===== config.mk =====
export PLATFORM = sky130hd
export DESIGN_NAME = imm_ext_pipe
export DESIGN_NICKNAME = d
export VERILOG_FILES = /design/src/rtl/imm_pkg.sv /design/src/rtl/imm_ext_dec.sv /design/src/rtl/imm_ext_pipe.sv
export SDC_FILE = /design/constraint.sdc
export NUM_CORES = 1
export LEC_CHECK = 0
export CORE_MARGIN = 2
export CORE_UTILIZATION = 30
export CTS_CLUSTER_DIAMETER = 50
export DETAILED_ROUTE_END_ITERATION = 8
export DONT_BUFFER_PORTS = 1
export PLACE_DENSITY = 0.46
export SETUP_SLACK_MARGIN = 0.3
export SLEW_MARGIN = 20
export SYNTH_ARGS = -nofsm -noshare
export SYNTH_HDL_FRONTEND = slang
export SYNTH_SLANG_ARGS = --single-unit

===== constraint.sdc =====
create_clock -name clk -period 6.6 [get_ports clk]
set_clock_uncertainty 0.05 [all_clocks]
set_input_delay 1.98 -clock clk [delete_from_list [all_inputs] [get_ports clk]]
set_output_delay 1.98 -clock clk [all_outputs]
set_load 0.03 [all_outputs]

===== src/rtl/imm_pkg.sv =====
// Shared definitions for the immediate-extension pipeline.
//   imm_fmt_t : immediate format codes carried on the 3-bit src field
//   INM_W     : width of the raw immediate field (instruction bits [31:7])
package imm_pkg;

   localparam int INM_W = 25;

   typedef enum logic [2:0] {
      IMM_I = 3'b000,
      IMM_S = 3'b001,
      IMM_B = 3'b010,
      IMM_U = 3'b011,
      IMM_J = 3'b100
   } imm_fmt_t;

endpackage


===== src/rtl/imm_ext_dec.sv =====
// Combinational immediate decoder: rebuilds the RV immediate from the
// instruction field and sign-extends it to XLEN.
//   inm     in  INM_W  instruction bits [31:7], inm[k] = instr[k+7]
//   src     in  3      format code (imm_fmt_t); codes above IMM_J are illegal
//   inm_ext out XLEN   sign-extended immediate, zero for an illegal code
//   err     out 1      illegal format code
module imm_ext_dec
   import imm_pkg::*;
#(
   parameter int XLEN = 32
) (
   input  logic [INM_W-1:0] inm,
   input  logic [2:0]       src,
   output logic [XLEN-1:0]  inm_ext,
   output logic             err
);

   if (XLEN != 32 && XLEN != 64) begin : g_bad_xlen
      $error("imm_ext_dec: XLEN must be 32 or 64");
   end

   logic        s;
   logic [31:0] imm32;

   assign s = inm[INM_W-1];

   // Every format carries the sign in bit 31, so one 32-bit result plus a
   // signed widening covers both RV32 and RV64 (U included).
   always_comb begin
      imm32 = '0;
      err   = 1'b0;
      case (src)
         IMM_I:   imm32 = {{20{s}}, inm[24:13]};
         IMM_S:   imm32 = {{20{s}}, inm[24:18], inm[4:0]};
         IMM_B:   imm32 = {{20{s}}, inm[0], inm[23:18], inm[4:1], 1'b0};
         IMM_U:   imm32 = {inm[24:5], 12'b0};
         IMM_J:   imm32 = {{12{s}}, inm[12:5], inm[13], inm[23:14], 1'b0};
         default: err   = 1'b1;
      endcase
   end

   assign inm_ext = XLEN'($signed(imm32));

endmodule


===== src/rtl/imm_ext_pipe.sv =====
// Two-stage valid/ready pipeline around imm_ext_dec. Stage 1 holds the raw
// field and format, stage 2 holds the decoded result. Each stage refills
// when empty or when drained in the same cycle, so the pipe sustains one
// beat per cycle and stalls without losing or duplicating beats.
//   clk, rst  clock (rising edge), asynchronous active-high reset
//   in_valid / in_ready / inm / src          input beat
//   out_valid / out_ready / inm_ext / err    output beat
//   xfer_cnt  wrapping count of output handshakes
module imm_ext_pipe
   import imm_pkg::*;
#(
   parameter int XLEN  = 32,
   parameter int CNT_W = 16
) (
   input  logic             clk,
   input  logic             rst,
   input  logic             in_valid,
   output logic             in_ready,
   input  logic [INM_W-1:0] inm,
   input  logic [2:0]       src,
   output logic             out_valid,
   input  logic             out_ready,
   output logic [XLEN-1:0]  inm_ext,
   output logic             err,
   output logic [CNT_W-1:0] xfer_cnt
);

   logic             s1_vld_q, s2_vld_q;
   logic [INM_W-1:0] s1_inm_q;
   logic [2:0]       s1_src_q;
   logic [XLEN-1:0]  s2_ext_q, dec_ext;
   logic             s2_err_q, dec_err;
   logic [CNT_W-1:0] cnt_q;
   logic             s2_load, s1_load;

   // in_ready depends combinationally on out_ready so a full pipe can
   // push and pop in the same cycle.
   assign s2_load  = !s2_vld_q || out_ready;
   assign in_ready = !s1_vld_q || s2_load;
   assign s1_load  = in_valid && in_ready;

   imm_ext_dec #(.XLEN(XLEN)) u_dec (
      .inm     (s1_inm_q),
      .src     (s1_src_q),
      .inm_ext (dec_ext),
      .err     (dec_err)
   );

   always_ff @(posedge clk or posedge rst) begin
      if (rst) begin
         s1_vld_q <= 1'b0;
         s1_inm_q <= '0;
         s1_src_q <= '0;
      end else if (in_ready) begin
         s1_vld_q <= in_valid;
         if (s1_load) begin
            s1_inm_q <= inm;
            s1_src_q <= src;
         end
      end
   end

   // Data only moves with a real beat, so a bubble leaves the last result
   // in place rather than overwriting it with decode of stale inputs.
   always_ff @(posedge clk or posedge rst) begin
      if (rst) begin
         s2_vld_q <= 1'b0;
         s2_ext_q <= '0;
         s2_err_q <= 1'b0;
      end else if (s2_load) begin
         s2_vld_q <= s1_vld_q;
         if (s1_vld_q) begin
            s2_ext_q <= dec_ext;
            s2_err_q <= dec_err;
         end
      end
   end

   always_ff @(posedge clk or posedge rst) begin
      if (rst)                        cnt_q <= '0;
      else if (s2_vld_q && out_ready) cnt_q <= cnt_q + CNT_W'(1);
   end

   assign out_valid = s2_vld_q;
   assign inm_ext   = s2_ext_q;
   assign err       = s2_err_q;
   assign xfer_cnt  = cnt_q;

endmodule


Wires at chosen ports, followed through buffers:
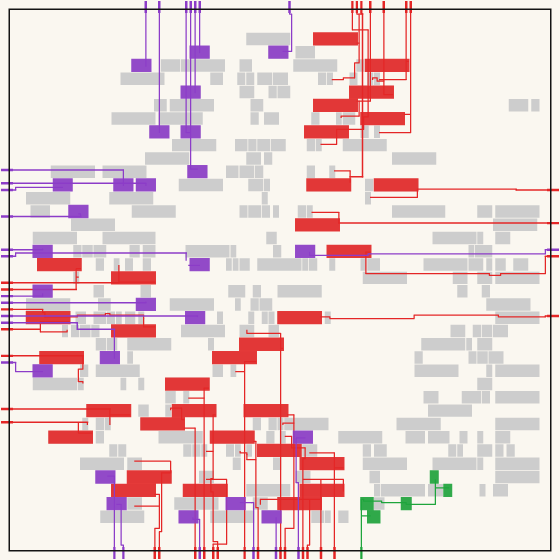
[red] inm_ext | direction: output | end cells: 32 | buffers: 0 | wire: 989 um
[green] out_ready | direction: input | end cells: 5 | buffers: 0 | wire: 35.9 um
[purple] inm | direction: input | end cells: 25 | buffers: 0 | wire: 495 um

Routing congestion:
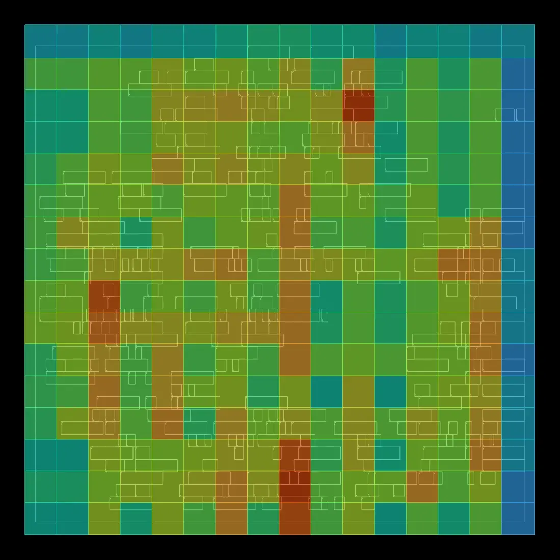
gr usage total: 13.2%
M1 GR Usage: 16.0%
GR Util met2: 19.5%

==> results.json <==
{
  "antenna_found_initial": 1,
  "path_clk_slew_ns": 0.06,
  "p_leak_nw": 1.61,
  "hold-worst-slack_ns": 0.468,
  "r2r_cells": 4,
  "met2_length_um": 3450,
  "switchingPower_w": 0.000535,
  "fin_crit_sh_pct": 66.4,
  "min_from": "s1_inm_q[19]$_DFFE_PP0P_",
  "ys.flops": 79,
  "die_h_um": 111,
  "p_seq_w": 0.000819,
  "ys_seq_share_pct": 57.9,
  "first_pass_iters": 4,
  "maxPowerGroup": "registers",
  "period_minus_slack_ns": 4.38,
  "status": "completed",
  "fin_util_pct": 35.2,
  "max_stage_delay_ns": 0.37,
  "ff_latch_area_sq_um": 1980,
  "grt-busiest-layer": "met2",
  "worst-setup-path-type": "primary input to output pin",
  "placed_area_sq_um": 3550,
  "worstSkewPairLatency_ns": 0.34,
  "worst-path-max-fanout": 5,
  "vias_per_cell": 5.11,
  "worst_pin_slew_ns": 0.920,
  "grt_overflow_total": 0,
  "r2r_start": "out_valid$_DFFE_PP0P_",
  "top_cell_area_share_pct": 57.9,
  "htreeDepth": 3,
  "clkCellAreaFrac_pct": 8.12,
  "ir_drop_v": 0.000248,
  "comb_cells": 206
}
Drive-strength map:
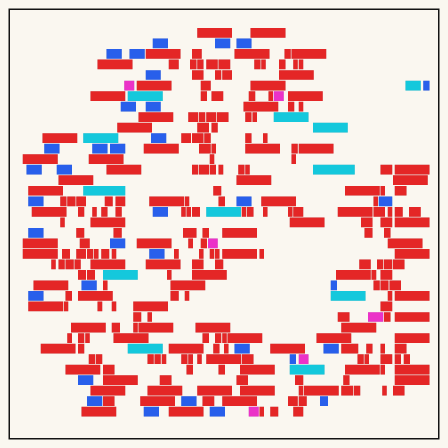
[magenta] _3 and _4 cells | cells: 6 | share: 1.9%
[blue] _2 cells | cells: 34 | share: 11%
[cyan] _6 and larger | cells: 12 | share: 3.9%
[red] _0 and _1 cells | cells: 256 | share: 83%

kinds of logic after synthesis:
group / Yosys count / synth area share [%]
muxes: 30 / 9.86
adders and majority gates: 1 / 0.367
buffers and inverters: 20 / 2.38
AOI/OAI and AO/OA: 67 / 11.9
xor gates and xnor gates: 15 / 3.85
and+or+nand+nor: 93 / 13.7
DFF: 79 / 57.9
cells in the mapped netlist (all sizes together), types with 7 or more instances:
master	number
dfrtp	79
nor2	25
nand3b	13
mux2	29
clkbuf	12
o21ai	11
nand3	9
nand2	28
nand2b	7
a21oi	30
a311oi	8
a31oi	9
xnor2	10
a22o	7
registers in the layout, summed over array words and instances, names as in the netlist:
register and flops:
out_valid 1, s1_vld_q 1, s1_src_q 3, s1_inm_q 25, xfer_cnt 16, inm_ext 32
err 1
